Figure 1. Met3 routing.
Cells faint in the background.
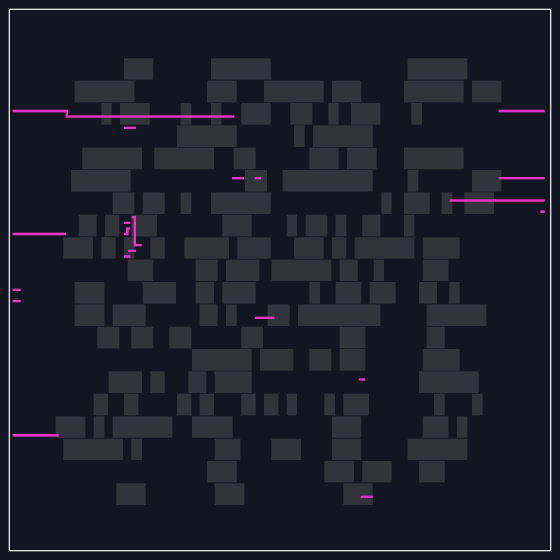
Figure 2. Sizing map.
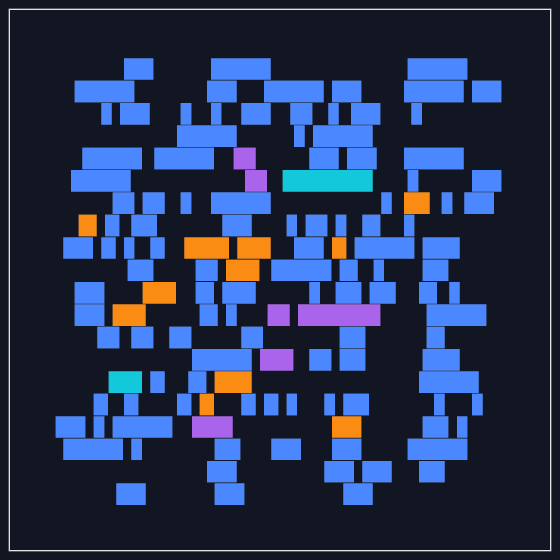
<file path="src/rtl/shift_pkg.sv">
// Shared types for the iterative shifter: op encoding, FSM states and count-width helper.
package shift_pkg;

  typedef enum logic [2:0] {
    OpSll = 3'b000,
    OpSrl = 3'b001,
    OpSla = 3'b010,
    OpSra = 3'b011,
    OpRol = 3'b100,
    OpRor = 3'b101
  } op_e;

  typedef enum logic [1:0] {
    StIdle,
    StShift,
    StDone
  } state_e;

  // Counter must hold the value BUS itself (full-width shift), hence the extra bit.
  function automatic int unsigned cnt_width(input int unsigned bus);
    return $clog2(bus) + 1;
  endfunction

endpackage

</file>
<file path="src/rtl/shift_step.sv">
// Combinational single-bit shift/rotate step; rotate paths exist only with SHIFT_ROTATE_EN.
module shift_step
  import shift_pkg::*;
#(
  parameter int unsigned BUS = 4
) (
  input  op_e            op_i,
  input  logic [BUS-1:0] val_i,
  output logic [BUS-1:0] nxt_o,
  output logic           msb_changed_o
);

  always_comb begin
    nxt_o = val_i;
    case (op_i)
      OpSll, OpSla: nxt_o = {val_i[BUS-2:0], 1'b0};
      OpSrl:        nxt_o = {1'b0, val_i[BUS-1:1]};
      OpSra:        nxt_o = {val_i[BUS-1], val_i[BUS-1:1]};
`ifdef SHIFT_ROTATE_EN
      OpRol:        nxt_o = {val_i[BUS-2:0], val_i[BUS-1]};
      OpRor:        nxt_o = {val_i[0], val_i[BUS-1:1]};
`endif
      default:      nxt_o = val_i;
    endcase
    msb_changed_o = nxt_o[BUS-1] ^ val_i[BUS-1];
  end

endmodule

</file>
<file path="src/rtl/shift_seq_unit.sv">
// Multi-cycle shifter: one bit per clock, registered result with a one-cycle done pulse.
// Rotates (ROL/ROR) are enabled by defining SHIFT_ROTATE_EN; otherwise they act as reserved.
module shift_seq_unit
  import shift_pkg::*;
#(
  parameter int unsigned BUS = 4
) (
  input  logic           clk,
  input  logic           rst,
  input  logic           start,
  input  logic [2:0]     op,
  input  logic [BUS-1:0] a,
  input  logic [BUS-1:0] b,
  output logic           busy,
  output logic           done,
  output logic [BUS-1:0] y,
  output logic           ovf
);

  localparam int unsigned CntW   = cnt_width(BUS);
  localparam int unsigned LogBus = $clog2(BUS);

  state_e          state_q, state_d;
  op_e             op_q, op_d;
  logic [CntW-1:0] cnt_q, cnt_d;
  logic [BUS-1:0]  work_q, work_d;
  logic            sticky_q, sticky_d;
  logic [BUS-1:0]  y_q, y_d;
  logic            ovf_q, ovf_d;
  logic            busy_q, busy_d;
  logic            done_q, done_d;

  op_e             op_in;
  logic            b_ge_bus;
  logic [CntW-1:0] load_cnt;
  logic [BUS-1:0]  step_nxt;
  logic            step_msb_changed;

  assign op_in    = op_e'(op);
  assign b_ge_bus = (b >= BUS'(BUS));

  // Shifts saturate at BUS steps; rotates wrap; anything unsupported completes immediately.
  always_comb begin
    load_cnt = '0;
    case (op_in)
      OpSll, OpSrl, OpSla, OpSra: load_cnt = b_ge_bus ? CntW'(BUS) : b[CntW-1:0];
`ifdef SHIFT_ROTATE_EN
      OpRol, OpRor:               load_cnt = {1'b0, b[LogBus-1:0]};
`endif
      default:                    load_cnt = '0;
    endcase
  end

  shift_step #(
    .BUS(BUS)
  ) u_step (
    .op_i         (op_q),
    .val_i        (work_q),
    .nxt_o        (step_nxt),
    .msb_changed_o(step_msb_changed)
  );

  always_comb begin
    state_d  = state_q;
    op_d     = op_q;
    cnt_d    = cnt_q;
    work_d   = work_q;
    sticky_d = sticky_q;
    y_d      = y_q;
    ovf_d    = ovf_q;
    busy_d   = 1'b0;
    done_d   = 1'b0;
    case (state_q)
      StIdle: begin
        if (start) begin
          work_d   = a;
          op_d     = op_in;
          cnt_d    = load_cnt;
          sticky_d = 1'b0;
          state_d  = StShift;
          busy_d   = 1'b1;
        end
      end
      StShift: begin
        if (cnt_q == '0) begin
          y_d     = work_q;
          ovf_d   = (op_q == OpSla) && sticky_q;
          state_d = StDone;
          done_d  = 1'b1;
        end else begin
          work_d = step_nxt;
          cnt_d  = cnt_q - CntW'(1);
          if ((op_q == OpSla) && step_msb_changed) begin
            sticky_d = 1'b1;
          end
          busy_d = 1'b1;
        end
      end
      StDone: begin
        state_d = StIdle;
      end
      default: begin
        state_d = StIdle;
      end
    endcase
  end

  always_ff @(posedge clk) begin
    if (rst) begin
      state_q  <= StIdle;
      op_q     <= OpSll;
      cnt_q    <= '0;
      work_q   <= '0;
      sticky_q <= 1'b0;
      y_q      <= '0;
      ovf_q    <= 1'b0;
      busy_q   <= 1'b0;
      done_q   <= 1'b0;
    end else begin
      state_q  <= state_d;
      op_q     <= op_d;
      cnt_q    <= cnt_d;
      work_q   <= work_d;
      sticky_q <= sticky_d;
      y_q      <= y_d;
      ovf_q    <= ovf_d;
      busy_q   <= busy_d;
      done_q   <= done_d;
    end
  end

  assign busy = busy_q;
  assign done = done_q;
  assign y    = y_q;
  assign ovf  = ovf_q;

endmodule

</file>
<file path="config.mk">
export PLATFORM = sky130hd
export DESIGN_NAME = shift_seq_unit
export DESIGN_NICKNAME = d
export VERILOG_FILES = /design/src/rtl/shift_pkg.sv /design/src/rtl/shift_step.sv /design/src/rtl/shift_seq_unit.sv
export SDC_FILE = /design/constraint.sdc
export NUM_CORES = 1
export LEC_CHECK = 0
export CELL_PAD_IN_SITES_DETAIL_PLACEMENT = 1
export CELL_PAD_IN_SITES_GLOBAL_PLACEMENT = 2
export CORE_MARGIN = 5
export CORE_UTILIZATION = 33
export DETAILED_ROUTE_END_ITERATION = 8
export GPL_TIMING_DRIVEN = 0
export PLACE_DENSITY_LB_ADDON = 0.1
export SYNTH_ARGS = -nofsm -noshare
export SYNTH_HDL_FRONTEND = slang
export SYNTH_SLANG_ARGS = --single-unit
</file>
<file path="constraint.sdc">
create_clock -name clk -period 4.4 [get_ports clk]
set_input_delay 0.88 -clock clk [delete_from_list [all_inputs] [get_ports clk]]
set_output_delay 0.88 -clock clk [all_outputs]
set_load 0.05 [all_outputs]
</file>
==> impl_metrics.tcl <==
# yosys + openroad results
set metrics [dict create \
    post_cts.repair.setup_buffers 0 \
    detailed_placement_wirelength_estimate_um 2040 \
    final-max-slew-violation-count 0 \
    postSynthSeqShare_pct 39.2 \
    worst_path_largest_cell_delay_ps 800 \
    crit_fanout 2 \
    totalNegativeSetupSlack_ps 0 \
    grt_start_max_net_pins 13 \
    crit_path_top_delay_cell "sky130_fd_sc_hd__clkdlybuf4s50_1" \
    final_period_minus_worst_setup_slack_ps 2330 \
    worst_ir_drop_vdd_mv 0.266 \
    synthesis_stage_register_bit_count 20 \
    cp-end-kind "output pin" \
    warning_count 26 \
    yosys_warnings 0 \
    cp.arrival_ps 1450 \
    postCtsResizedCells 0 \
    final_nets 146 \
    final_antenna_net_count 0 \
    routabilityCongestion 0.789 \
    final.setup_skew_ps 9.10 \
    ys_flop_type "sky130_fd_sc_hd__dfxtp_1" \
    initialDrtViolationCount 34 \
    area_delta_synth_final_pct 27.8 \
    path_cells "clkdlybuf4s50_1" \
    globalRouteOverflowTotal 0 \
    path_class "reg -> out" \
    slew-limit-headroom_pct 61.1 \
    clk-insertion-delay-late_ps 310 \
    timing.critical_path.depth 1 \
    clk_path_buf_depth 2 \
    synth_async_sr_flop_share_pct 0 \
    num_io_pins 21 \
    syn-instance-count 106 \
    mappedNetlistNets 122 \
    power.leakage_uw 0.000530 \
    detail_route.drc_violations 0 \
    port_buffers 19 \
    tritoncts.num_buffers 3 \
    die_w_um 65.7 \
    reg2reg_from "cnt_q[0]" \
    drtPass1Iterations 4 \
    cts.sinks 20 \
    drt-total-wl_um 2600 \
    status "completed" \
    clock-root-buffer "sky130_fd_sc_hd__clkbuf_4" \
    cellPowerDensity_nw_per_um2 378 \
    clkSlewWorstSetupHoldPaths_ps 110 \
    fp.coreArea_um2 3000 \
    whs_ps 480 \
    min_period_over_period_pct 53.0 \
    grt.total_usage_pct 12.9 \
    grt_first_pass_wirelength_um 4330 \
    post_synth_instance_area_um2 1020 \
    cap_violations 0 \
    insertedDiodeCount 0 \
    routedWlPerCell_um 16.1 \
    crit_buf_inv 1 \
    worstReg2RegEnd "work_q[3]" \
    cts_max_level 1 \
    final_layout_size_suffix_gt1_share_pct 14.7 \
    first_global_vias 924 \
    yosys-stat-area_um2 1020 \
    holdBufCountCts 0 \
    timing.hold.worst.class "reg -> reg" \
]
Notes on Figure 1 above:
main direction	horizontal
nets with wire on the layer	15
wire length on this layer	74.9 um
total vias in the final route: 911
global-route met3 utilization: 2.91%

Notes on Figure 2 above:
color	size	cells	share
cyan	drive 6 and up	2	1.6%
orange	drive 2	11	8.5%
purple	drive 3 to 4	6	4.7%
blue	drive 1 or less	110	85%
Setup WS post-layout: 2070 ps
post-route design area: 1310 um2

[per-stage QoR]
step	util (%)	std cells	instance area (um2)	power, uW	worst slack [ps]
final	43.5	162	1310	494	2070
after global routing	43.5	162	1310	523	2000
after CTS	43.5	162	1310	500	2040
after detailed placement	41.8	158	1250	347	1990
after global placement	41.8	158	1250	342	2040
after floorplan	-	106	1020	303	2630
[power breakdown]
part           total [uW]  leakage (uW)  internal (uW)  switching, uW
logic                 131      0.000339           58.9           71.8
clock network         152     0.0000279           92.0           60.4
registers             211      0.000164            198           13.3
total                 494      0.000530            349            146
[final cells by class]
type / count / area, um2
buffer: 5 / 28.8
clock buffer: 3 / 22.5
clock inverter: 1 / 30.0
fill: 359 / 1700
inverter: 6 / 22.5
multi-input combinational: 75 / 571
sequential: 20 / 400
tap: 33 / 41.3
timing repair buffer: 19 / 190
[worst min-delay path by stage]
stage / startpoint / end / slack [ps] / depth (start not counted)
6_report: ovf / ovf / 480 / 2
4_1_cts: ovf / ovf / 490 / 2
3_3_place_gp: ovf / ovf / 450 / 2
5_1_grt: ovf / ovf / 510 / 2
2_1_floorplan: cnt_q[1] / cnt_q[1] / 460 / 2
3_5_place_dp: ovf / ovf / 470 / 2
[layout by cell type, fill, tap and decap left out, drive strengths merged]
cell type,n
nand3b,1
and2b,1
o211ai,1
a311o,1
a2111oi,1
a221oi,6
a311oi,1
or3b,1
nand2b,5
clkbuf,5
buf,3
nor2,11
mux2i,4
inv,6
dfxtp,20
mux2,2
or3,1
nor2b,2
nor4b,3
nor3b,3
nand2,6
o21ai,3
a22oi,2
o2111a,1
clkdlybuf4s50,19
and3b,1
or2,1
bufinv,1
o221a,1
nor3,1
ha,2
nand4b,1
o21ba,1
a21oi,6
a21o,2
o31ai,2
o211a,1
[state kept, by name (all words and copies together) (netlist names)]
register / count
cnt_q: 3
ovf: 1
done: 1
sticky_q: 1
work_q: 4
busy: 1
op_q: 3
state_q: 2
y: 4
[cell families after synthesis]
logic type	share of synthesized area, %
buf+inv	5.02
mux	6.12
fa+ha+maj	2.45
simple gates	23.5
compound gates	23.7
flops	39.2
[per-layer routing]
layer / track usage, % / routed length (um)
met5: 0 / 0
met1: 15.6 / 1140
met3: 2.91 / 74
met4: 3.63 / 57
met2: 22.5 / 1330
No activity file was given, so power comes from the tool's default toggle rates.
